===== src/rtl/ws2812_rx.sv =====
// WS2812 single-wire NRZ receiver: classifies each high pulse by width, assembles
// pixel words, tags them with their index in the frame, and marks frames at the latch gap.
module ws2812_rx #(
    parameter int T_THRESH       = 60,
    parameter int T_MIN_HIGH     = 15,
    parameter int T_MAX_HIGH     = 120,
    parameter int T_LATCH        = 5000,
    parameter int BITS_PER_PIXEL = 24,
    parameter int PX_COUNT_WIDTH = 6
) (
    input  logic                      clk,
    input  logic                      reset,
    input  logic                      din,
    output logic [BITS_PER_PIXEL-1:0] pixel,
    output logic                      pixel_valid,
    output logic [PX_COUNT_WIDTH-1:0] px_index,
    output logic                      frame_done,
    output logic [PX_COUNT_WIDTH:0]   frame_len,
    output logic                      err
);

    localparam int CW = $clog2(T_LATCH + 1);
    localparam int BW = $clog2(BITS_PER_PIXEL);

    localparam logic [CW-1:0] THRESH   = CW'(T_THRESH);
    localparam logic [CW-1:0] MIN_HIGH = CW'(T_MIN_HIGH);
    localparam logic [CW-1:0] MAX_HIGH = CW'(T_MAX_HIGH);
    localparam logic [CW-1:0] LATCH    = CW'(T_LATCH);
    localparam logic [CW-1:0] LATCH_M1 = CW'(T_LATCH - 1);
    localparam logic [BW-1:0] LAST_BIT = BW'(BITS_PER_PIXEL - 1);

    typedef enum logic [1:0] {UNSYNC, WAIT_RISE, MEAS_HIGH, MEAS_LOW} state_t;

    state_t                    state;
    logic                      din_q1, din_s;
    logic [CW-1:0]             hcnt, lcnt;
    logic [BW-1:0]             bitcnt;
    logic [BITS_PER_PIXEL-2:0] shreg;
    logic [PX_COUNT_WIDTH:0]   px_cnt;
    logic                      new_bit;
    logic [BITS_PER_PIXEL-1:0] shreg_next;

    assign new_bit    = (hcnt >= THRESH);
    assign shreg_next = {shreg, new_bit};

    // NOTE: every register here uses <= so all updates see pre-edge values, like real flops.
    always_ff @(posedge clk) begin
        if (reset) begin
            din_q1      <= 1'b0;
            din_s       <= 1'b0;
            state       <= UNSYNC;
            hcnt        <= '0;
            lcnt        <= '0;
            bitcnt      <= '0;
            shreg       <= '0;
            px_cnt      <= '0;
            pixel       <= '0;
            pixel_valid <= 1'b0;
            px_index    <= '0;
            frame_done  <= 1'b0;
            frame_len   <= '0;
            err         <= 1'b0;
        end else begin
            din_q1      <= din;
            din_s       <= din_q1;
            pixel_valid <= 1'b0;
            frame_done  <= 1'b0;
            err         <= 1'b0;

            case (state)
                // Only a full latch gap proves we are between frames.
                UNSYNC: begin
                    if (din_s) begin
                        lcnt <= '0;
                    end else if (lcnt >= LATCH_M1) begin
                        lcnt   <= LATCH;
                        bitcnt <= '0;
                        px_cnt <= '0;
                        state  <= WAIT_RISE;
                    end else begin
                        lcnt <= lcnt + 1'b1;
                    end
                end

                WAIT_RISE: begin
                    if (din_s) begin
                        hcnt  <= CW'(1);
                        state <= MEAS_HIGH;
                    end
                end

                MEAS_HIGH: begin
                    if (din_s) begin
                        if (hcnt >= MAX_HIGH) begin
                            err    <= 1'b1;
                            bitcnt <= '0;
                            lcnt   <= '0;
                            state  <= UNSYNC;
                        end else begin
                            hcnt <= hcnt + 1'b1;
                        end
                    end else if (hcnt < MIN_HIGH) begin
                        err    <= 1'b1;
                        bitcnt <= '0;
                        lcnt   <= CW'(1);
                        state  <= UNSYNC;
                    end else begin
                        shreg <= shreg_next[BITS_PER_PIXEL-2:0];
                        if (bitcnt == LAST_BIT) begin
                            pixel       <= shreg_next;
                            pixel_valid <= 1'b1;
                            px_index    <= px_cnt[PX_COUNT_WIDTH-1:0];
                            bitcnt      <= '0;
                            if (px_cnt != '1)
                                px_cnt <= px_cnt + 1'b1;
                        end else begin
                            bitcnt <= bitcnt + 1'b1;
                        end
                        lcnt  <= CW'(1);
                        state <= MEAS_LOW;
                    end
                end

                MEAS_LOW: begin
                    if (din_s) begin
                        hcnt  <= CW'(1);
                        state <= MEAS_HIGH;
                    end else if (lcnt >= LATCH_M1) begin
                        lcnt <= LATCH;
                        if (bitcnt != '0) begin
                            err    <= 1'b1;
                            bitcnt <= '0;
                        end else if (px_cnt != '0) begin
                            frame_done <= 1'b1;
                            frame_len  <= px_cnt;
                        end
                        px_cnt <= '0;
                        state  <= WAIT_RISE;
                    end else begin
                        lcnt <= lcnt + 1'b1;
                    end
                end

                default: state <= UNSYNC;
            endcase
        end
    end

endmodule


===== config.mk =====
export PLATFORM = sky130hd
export DESIGN_NAME = ws2812_rx
export DESIGN_NICKNAME = d
export VERILOG_FILES = /design/src/rtl/ws2812_rx.sv
export SDC_FILE = /design/constraint.sdc
export NUM_CORES = 1
export LEC_CHECK = 0
export ABC_AREA = 1
export ABC_CLOCK_PERIOD_IN_PS = 3600
export CORE_ASPECT_RATIO = 2
export CORE_MARGIN = 2
export CORE_UTILIZATION = 55
export DETAILED_ROUTE_END_ITERATION = 8
export PLACE_DENSITY_LB_ADDON = 0.25
export SETUP_SLACK_MARGIN = 0.2
export SYNTH_ARGS = -nofsm -noshare
export SYNTH_HDL_FRONTEND = slang
export SYNTH_SLANG_ARGS = --single-unit

===== constraint.sdc =====
create_clock -name clk -period 3.6 [get_ports clk]
set_input_delay 0.54 -clock clk [delete_from_list [all_inputs] [get_ports clk]]
set_output_delay 0.54 -clock clk [all_outputs]
set_load 0.02 [all_outputs]

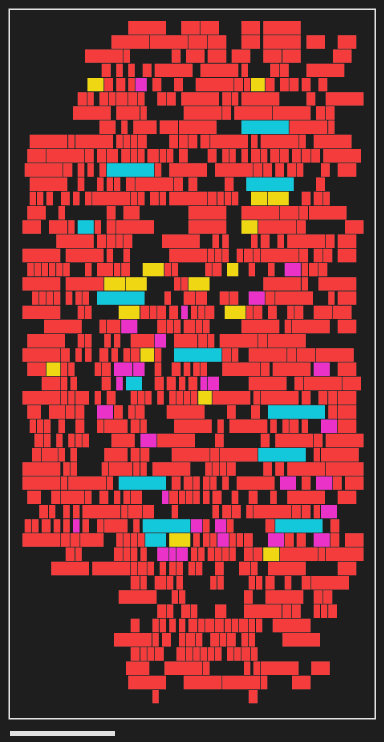
Figure 1: run 1, sizing map.
Bar = 20 um.
[magenta] _2 cells | cells: 28 | share: 4.1%
[cyan] _6 and larger | cells: 13 | share: 1.9%
[red] _0 and _1 cells | cells: 625 | share: 92%
[yellow] _3 and _4 cells | cells: 17 | share: 2.5%
area delta synth->final: 15.6%
Final WS setup: 1170 ps

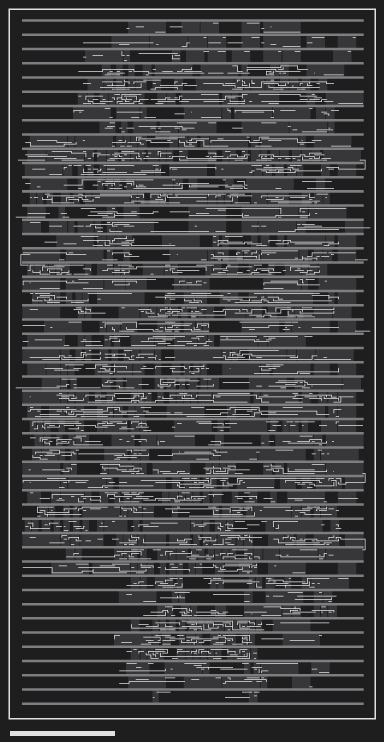
Figure 2: run 1, M1 wires.
Bar = 20 um. Supply wires on this layer in gray. Cells faint in the background.
share of all routed wire: 39%
longest straight run: 27.6 um
wire length on this layer: 4130 um
nets with wire on the layer: 646
main direction: horizontal

==> GITHUB_STEP_SUMMARY, run 1 <==
## Implementation flow summary

| Metric | Value |
|---|---|
| Worst Min Path Start | din_q1$_SDFF_PP0_ |
| Slew Limit Fails | 0 |
| Fin nets | 693 |
| Setup crit start kind | flip-flop |
| Placed Area | between 5000 and 6000 um2 |
| Largest net degree at the start of global routing | about 48 |
| P_leak | 2.11 nW |
| Mapped Cells | 648 |
| GP Congestion | 0.840 |
| Max-slew headroom | 0.579 |
| Vias in the first global route | 4006 |
| Yosys chip area | 4740 um2 |
| Gr ovfl total | 0 |
| Critical R2R Launch | state[0]$_SDFFE_PP0P_ |
| Synth Register Bits | 105 |
| Die height | 135 um |
| Worst-path cell chain | inv_1 > ha_1 > nand3_2 > buf_4 > inv_4 > nand2_4 > clkinv_4 > nand2_4 > o21ai_0 |
| # setup viols final | 0 |
| Run status | completed |
| Clk_skew | 8.38 ps |
| Register-to-register setup slack | roughly 1200 ps |
| Share of cells above drive strength 1 | 0.0849 |
| Drt total wl | between 10 and 15 mm |
| Floorplan utilization | 0.556 |
| DRC errors left | 0 |
| Reg-to-Reg End | pixel[21]$_SDFFE_PP0P_ |
| CP Max Fanout | 47 |
| First-pass GRT wire length | around 18 mm |
| CP Capture Type | flip-flop |
| Synth warnings | 0 |
| WP data arrival | 2650 ps |
| Crit-path leading delay family | buffers and inverters |
| Post-route ant nets | 0 |
| Placed Cells | between 700 and 800 |
| Initial antenna violation count | 0 |
| VDD IR-drop max | 0.000356 V |
| Minimum clock period | 2430 ps |
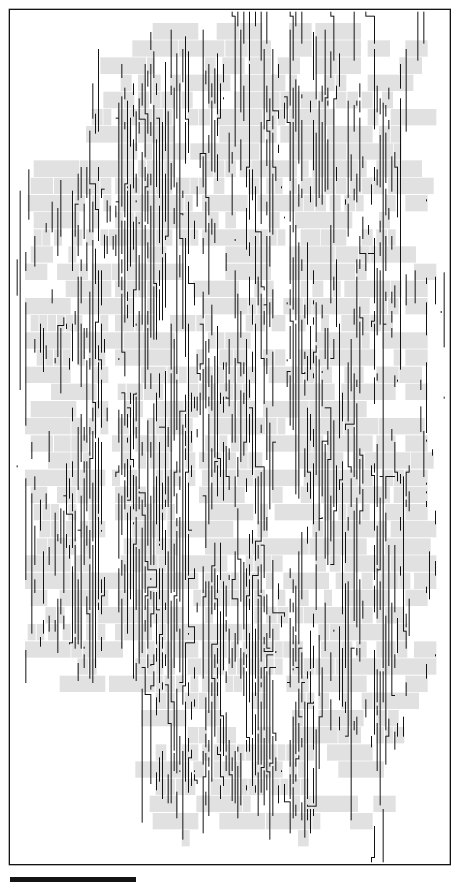
Figure 3: run 1, met2 routing.
Bar = 20 um. Cells faint in the background.
wire length on this layer: 5970 um
main direction: vertical
share of all routed wire: 56%

run 1: tightest hold or removal path, cell delays in order (launching register included):
cell and delay (ps):
dfxtp_1 300, inv_1 40, nor2_1 30
run 1: synth_stat cells, drive strengths merged:
cell type,number,area share
ha,12,0.032
nand2,130,0.11
o22ai,1,0.0013
clkbuf,12,0.0098
xor2,5,0.0092
or2,1,0.0013
a31oi,1,0.0013
a21oi,67,0.071
nor3,7,0.0074
nor4,1,0.0013
nand4,7,0.0092
clkinv,1,0.0018
nor2,85,0.075
nand3,47,0.051
buf,15,0.021
inv,75,0.060
dfxtp,105,0.44
o211ai,1,0.0016
nand3b,2,0.0032
o21ai,71,0.084
a21boi,2,0.0032
run 1: through the flow:
stage	setup slack, ps	util
after CTS	1180	0.643
after floorplan	2000	-
final	1170	0.643
after global routing	923	0.643
after global placement	1280	0.606
after detailed placement	1200	0.606
run 1: worst max path at each step:
stage / start / to / depth (start not counted)
after detailed placement: state[0]$_SDFFE_PP0P_ / pixel[17]$_SDFFE_PP0P_ / 9
after global placement: state[0]$_SDFFE_PP0P_ / pixel[16]$_SDFFE_PP0P_ / 9
after CTS: state[0]$_SDFFE_PP0P_ / pixel[16]$_SDFFE_PP0P_ / 9
final: state[0]$_SDFFE_PP0P_ / pixel[21]$_SDFFE_PP0P_ / 9
after floorplan: reset / frame_len[2]$_SDFFE_PP0P_ / 6
after global routing: state[0]$_SDFFE_PP0P_ / pixel[21]$_SDFFE_PP0P_ / 9
run 1: routing by layer:
layer,part of all wire,wire length (um),GRT usage,vias up
met3,0.033,348,0.0432,24
met5,0,0,0,-
met4,0.022,233,0.0994,0
met2,0.56,5970,0.457,93
li1,-,-,-,2151
met1,0.39,4130,0.231,1961
run 1: flip-flops by register name (all words and copies together) (netlist names):
| register | cells |
|---|---|
| pixel | 24 |
| shreg | 23 |
| hcnt | 13 |
| lcnt | 13 |
| frame_len | 7 |
| px_cnt | 7 |
| px_index | 6 |
| bitcnt | 5 |
| state | 2 |
| din_q1 | 1 |
| din_s | 1 |
| err | 1 |
| frame_done | 1 |
| pixel_valid | 1 |
run 1: cell type report:
| type | instances | share of cell area |
|---|---|---|
| well taps | 100 | 0.0228 |
| multi-input cells | 440 | 0.402 |
| clock inverters | 7 | 0.0155 |
| flip-flops and latches | 105 | 0.383 |
| repair buffers | 46 | 0.0822 |
| inverters | 76 | 0.0534 |
| clock buffers | 9 | 0.0411 |
run 1: cells by family after synthesis:
| group | Yosys count | synth area share |
|---|---|---|
| xor+xnor | 5 | 0.00924 |
| simple gates | 280 | 0.261 |
| compound gates | 143 | 0.163 |
| flops | 105 | 0.443 |
| buf+inv | 103 | 0.0924 |
| fa+ha+maj | 12 | 0.0317 |
run 1: report_power, final:
part | total [mW] | internal (mW) | switching, mW | leakage [nW]
Sequential | 1.21 | 1.18 | 0.0254 | 0.847
Clock | 1.01 | 0.553 | 0.454 | 0.153
Combinational | 0.220 | 0.0680 | 0.152 | 1.11
==> run 2: changes to the inputs <==
ABC_CLOCK_PERIOD_IN_PS = 2100   (was 3600)
CORE_UTILIZATION = 52   (was 55)
clock period = 2.1 ns   (was 3.6 ns; I/O delays follow)
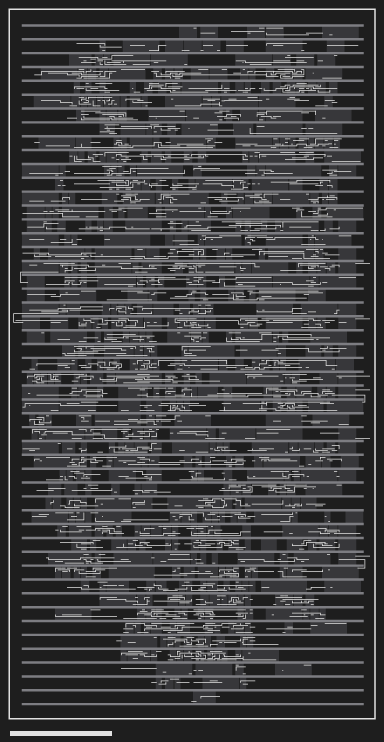
Figure 4: run 2, M1 wires.
Bar = 20 um. Supply wires on this layer in gray. Cells faint in the background.
nets with wire on the layer: 646
share of all routed wire: 38%
main direction: horizontal
via count: 4278
met1 GRT Util: 0.232
drt total wl: 11.1 mm

==> run 2 against run 1 <==
Against the previous run:
- global-route usage down 0.13 points
- final cell count up 1.1%
- largest cell class unchanged
- first-iteration DRC count down 18%
- combinational power up 88%
- hold slack worse by 2.4 ps
- fmax up 37%
- wire length up 3.8%
- synthesized area unchanged
- register-to-register slack worse by 850 ps
- critical path type unchanged
- clock-buffer cell count up 1
- critical endpoint is now hcnt[3]$_SDFFE_PP0P_
- die size up 5.5%
- critical path depth down 1
==> GITHUB_STEP_SUMMARY, run 2 <==
## Implementation flow summary

| Metric | Value |
|---|---|
| Run status | completed (unchanged) |
| Final Util | 0.629 (was 0.643) |
| Crit share post-route | 0.844 (was 0.674) |
| P_leak | 2.13 nW (was 2.11 nW) |
| First-pass GRT wire length | 18.5 mm (was 17.7 mm) |
| DRC errors left | 0 (unchanged) |
| Fin nets | 700 (was 693) |
| Largest net degree at the start of global routing | 47 (was 48) |
| Post-synth area hogs | dfxtp_1 (44%), nand2_1 (9.4%), a21oi_1 (7.1%), nor2_1 (6.3%), o21ai_0 (5.5%) (unchanged) |
| Gr ovfl total | 0 (unchanged) |
| Critical R2R Launch | state[1]$_SDFFE_PP0P_ (was state[0]$_SDFFE_PP0P_) |
| Minimum clock period | 1770 ps (was 2430 ps) |
| Max-slew headroom | 0.632 (was 0.579) |
| Count leader, synth | nand2_1 (unchanged) |
| Synth warnings | 0 (unchanged) |
| Floorplan utilization | 0.530 (was 0.556) |
| WP data arrival | 2050 ps (was 2650 ps) |
| CP Max Fanout | 6 (was 47) |
| Area delta synth->final | 18.8% (was 15.6%) |
| VDD IR-drop max | 0.000539 V (was 0.000356 V) |
| Placed Cells | 773 (was 767) |
| Setup WS pre-CTS | 21.7 ps (was 1200 ps) |
| Mapped Cells | 648 (unchanged) |
| Die height | 139 um (was 135 um) |
| CP Capture Type | flip-flop (unchanged) |
| Clk_skew | 6.07 ps (was 8.38 ps) |
| Synth Register Bits | 105 (unchanged) |
| Register-to-register setup slack | 330 ps (was 1170 ps) |
| Post-synth top area cell | dfxtp_1 (unchanged) |
| Slew Limit Fails | 0 (unchanged) |
| Synth Flop Type | dfxtp_1 (unchanged) |
| Max FFs per register | 24 (unchanged) |
| Setup crit start kind | flip-flop (unchanged) |
| Yosys chip area | 4740 um2 (unchanged) |
| Worst Min Path Start | din_q1$_SDFF_PP0_ (unchanged) |
| GP Congestion | 0.889 (was 0.840) |
| Post-route ant nets | 0 (unchanged) |
| Worst Setup SP | state[1]$_SDFFE_PP0P_ (was state[0]$_SDFFE_PP0P_) |
| # setup viols final | 0 (unchanged) |
| Largest registers | pixel x24, shreg x23 (unchanged) |
| Register bank with the most flops | pixel (unchanged) |
| Area share, top type | 0.443 (unchanged) |
| Number of enable flip-flop cells | 0 (unchanged) |
| Final WS setup | 328 ps (was 1170 ps) |
-- run 2: worst max-delay path: stages, from the launching register on --
cell,delay [ps]
dfxtp_2,380
inv_1,110
ha_2,240
nor2_4,150
inv_1,130
o21ai_4,260
buf_2,210
o21ai_0,90
a21boi_1,120
-- run 2: worst paths after layout --
kind / cells past startpoint / endpoint
worst max register to register: 8 / hcnt[3]$_SDFFE_PP0P_
worst min-delay path: 2 / din_s$_SDFF_PP0_
worst min register to register: 2 / din_s$_SDFF_PP0_
worst max-delay path: 8 / hcnt[3]$_SDFFE_PP0P_
-- run 2: cells by family (layout without fill, tap and decap cells) --
family | count (synthesis) | after routing | synth area share
AND-OR/OR-AND | 143 | 143 | 0.163
XOR/XNOR | 5 | 5 | 0.00924
adder cells (fa/ha/maj) | 12 | 12 | 0.0317
buffers and inverters | 103 | 145 | 0.0924
flip-flops | 105 | 105 | 0.443
AND/OR/NAND/NOR | 280 | 280 | 0.261
-- run 2: metal layers --
layer  up-vias  track usage  wire length [um]
met5         -            0                 0
met4         0        0.139               411
met3        32       0.0385               321
met2        88        0.424              6160
met1      2000        0.232              4200
li1       2158            -                 -
-- run 2: per-stage QoR --
step | TNS, ps | hold WS [ps]
6_report | 0 | 409
5_1_grt | 0 | 430
4_1_cts | 0 | 411
3_5_place_dp | 0 | 400
3_3_place_gp | -5.43 | 397
2_1_floorplan | 0 | 388
-- run 2: timing repair --
| action | in CTS | in global routing |
|---|---|---|
| resized | 6 | 21 |
| endpoints found under the setup margin | 34 | 55 |
| buffers inserted | 0 | 3 |
| hold buffers | 0 | 0 |
| pin swaps | 0 | 3 |
-- run 2: final cells by class --
| type | count | share of cell area |
|---|---|---|
| Multi-Input combinational cell | 440 | 0.404 |
| Sequential cell | 105 | 0.374 |
| Timing Repair Buffer | 53 | 0.0918 |
| Inverter | 76 | 0.0529 |
| Clock buffer | 10 | 0.0424 |
| Tap cell | 102 | 0.0227 |
| Clock inverter | 6 | 0.0118 |
-- run 2: report_power, final --
group,internal [mW],switching (mW)
registers,2.03,0.0469
clock network,0.961,0.736
logic,0.136,0.277
total,3.13,1.06
==> run 3: changes to the inputs <==
ABC_CLOCK_PERIOD_IN_PS = 1600   (was 2100)
clock period = 1.6 ns   (was 2.1 ns; I/O delays follow)
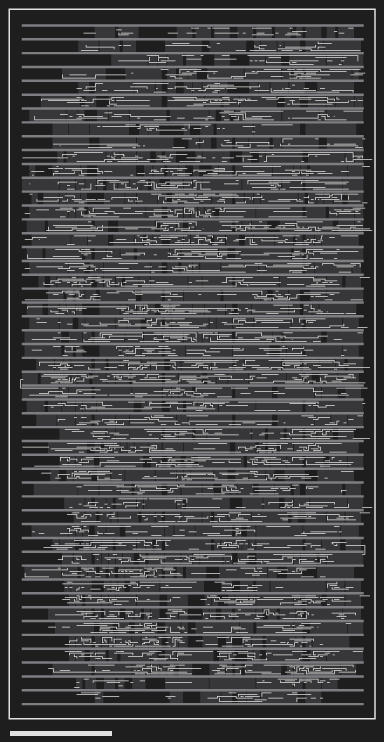
Figure 5: run 3, M1 wires.
Bar = 20 um. Supply wires on this layer in gray. Cells faint in the background.
nets with wire on the layer: 736
share of all routed wire: 34%
wire length on this layer: 5690 um
longest straight run: 24.8 um
main direction: horizontal

==> run 3 against run 2 <==
Against the previous run:
- the run now ends with negative setup slack left
- cell area rose by 31%
- fmax rose by 6.6%
- synthesized cell count did not move
- core utilization rose by 20 points
- largest cell class unchanged
- largest power group unchanged
==> GITHUB_STEP_SUMMARY, run 3 <==
## Implementation flow summary

| Metric | Value |
|---|---|
| Routed met1 length | 5.69 mm (was 4.20 mm) |
| Minimum clock period | 1660 ps (was 1770 ps) |
| P_leak | 3.13 nW (was 2.13 nW) |
| Largest net degree at the start of global routing | 44 (was 47) |
| Synth Flop Type | dfxtp_1 (unchanged) |
| WHS | 404 ps (was 409 ps) |
| Routed met2 length | 9.23 mm (was 6.16 mm) |
| Register bank with the most flops | pixel (unchanged) |
| Floorplan utilization | 0.530 (unchanged) |
| Share of cells above drive strength 1 | 0.437 (was 0.117) |
| Largest registers | pixel x24, shreg x23 (unchanged) |
| Clk_skew | 9.08 ps (was 6.07 ps) |
| Worst Min Path Start | din_q1$_SDFF_PP0_ (unchanged) |
| VDD IR-drop max | 0.000629 V (was 0.000539 V) |
| FFs w/ async S/R, synth | 0 (unchanged) |
| Yosys chip area | 4740 um2 (unchanged) |
| Crit share post-route | 1.04 (was 0.844) |
| Fin nets | 786 (was 700) |
| Number of enable flip-flop cells | 0 (unchanged) |
| Critical R2R Launch | state[0]$_SDFFE_PP0P_ (was state[1]$_SDFFE_PP0P_) |
| Synth Register Bits | 105 (unchanged) |
| Highest Signal Layer | met4 (unchanged) |
| Post-route ant nets | 0 (unchanged) |
| CP Capture Type | flip-flop (unchanged) |
| Die height | 139 um (unchanged) |
| First-pass GRT wire length | 22.2 mm (was 18.5 mm) |
| Worst Setup SP | state[0]$_SDFFE_PP0P_ (was state[1]$_SDFFE_PP0P_) |
| Worst path slowest cell | dfxtp_4 (was dfxtp_2) |
| Setup crit start kind | flip-flop (unchanged) |
| Register-to-register setup slack | -60 ps (was 330 ps) |
| Max FFs per register | 24 (unchanged) |
| Slew Limit Fails | 0 (unchanged) |
| Area share, top type | 0.443 (unchanged) |
| Placed Area | 5580 um2 (was 5220 um2) |
| # setup viols final | 14 (was 0) |
| Count leader, synth | nand2_1 (unchanged) |
| Crit-path leading delay family | simple AND/OR/NAND/NOR gates (was AND-OR/OR-AND gates) |
| Top post-synthesis cells by count | nand2_1 (119), dfxtp_1 (105), nor2_1 (79), inv_1 (68), a21oi_1 (67) (unchanged) |
| Worst-path cell chain | inv_4 > ha_1 > inv_2 > nor3_1 > nand3_1 > a21oi_1 (was inv_1 > ha_2 > nor2_4 > inv_1 > o21ai_4 > buf_2 > o21ai_0 > a21boi_1) |
| CP Max Fanout | 7 (was 6) |
| Run status | finished, violations left (was completed) |
| Final WS setup | -62.3 ps (was 328 ps) |
| Max-slew headroom | 0.625 (was 0.632) |
| Failing checks | negative setup slack |
| Mapped Cells | 648 (unchanged) |
==> run 3: cell counts after synthesis <==
No cell type changed its count.
==> run 3: logic make-up (layout without fill, tap and decap cells) <==
| kind of cell | count (synthesis) | count (layout) | synth area share |
|---|---|---|---|
| simple gates | 280 | 283 | 0.261 |
| compound gates | 143 | 143 | 0.163 |
| flops | 105 | 105 | 0.443 |
| buf+inv | 103 | 228 | 0.0924 |
| fa+ha+maj | 12 | 12 | 0.0317 |
| xor+xnor | 5 | 5 | 0.00924 |
==> run 3: through the flow <==
step	cells	worst slack, ps	setup TNS [ps]	util
3_5_place_dp	799	-70.6	-741	0.623
5_1_grt	878	-112	-3250	0.827
6_report	878	-62.3	-282	0.827
3_3_place_gp	799	-18.2	-83.7	0.623
4_1_cts	843	12.0	0	0.726
2_1_floorplan	648	179	0	-
==> run 3: path summary, 6_finish.rpt <==
path,end,depth (start not counted)
setup / recovery,px_cnt[6]$_SDFFE_PP0P_,6
hold / removal,din_s$_SDFF_PP0_,2
setup reg to reg,px_cnt[6]$_SDFFE_PP0P_,6
hold reg to reg,din_s$_SDFF_PP0_,2
==> run 3: report_power, final <==
| group | internal (mW) | switching, mW |
|---|---|---|
| clock network | 1.40 | 1.09 |
| logic | 0.374 | 0.544 |
| registers | 2.66 | 0.0793 |
==> run 3: layout make-up <==
cell class	count	area (um2)	area share
multi-input cells	443	3050	0.413
clock inverters	7	111	0.0151
flip-flops and latches	105	2160	0.292
clock buffers	9	225	0.0304
well taps	102	128	0.0173
repair buffers	134	1380	0.186
inverters	76	319	0.0431
repair inverters	2	25.0	0.00338
==> run 3: worst min-delay path: cells and delay by family (launching register included) <==
family / cells / cell delay, ps
flops: 1 / 300
buf+inv: 1 / 40
simple gates: 1 / 30
==> run 3: per-layer routing <==
layer / vias up / track usage
met1: 2483 / 0.289
met5: - / 0
met4: 0 / 0.137
met3: 90 / 0.0494
li1: 2349 / -
met2: 247 / 0.513
==> run 3: timing repair <==
action | CTS | global route
setup endpoints to repair | 133 | 103
gates cloned | 7 | 7
resized | 149 | 177
setup buffers | 21 | 28
pin swaps | 29 | 48
Power figures rest on the tool's default switching activity, not on a simulated workload.
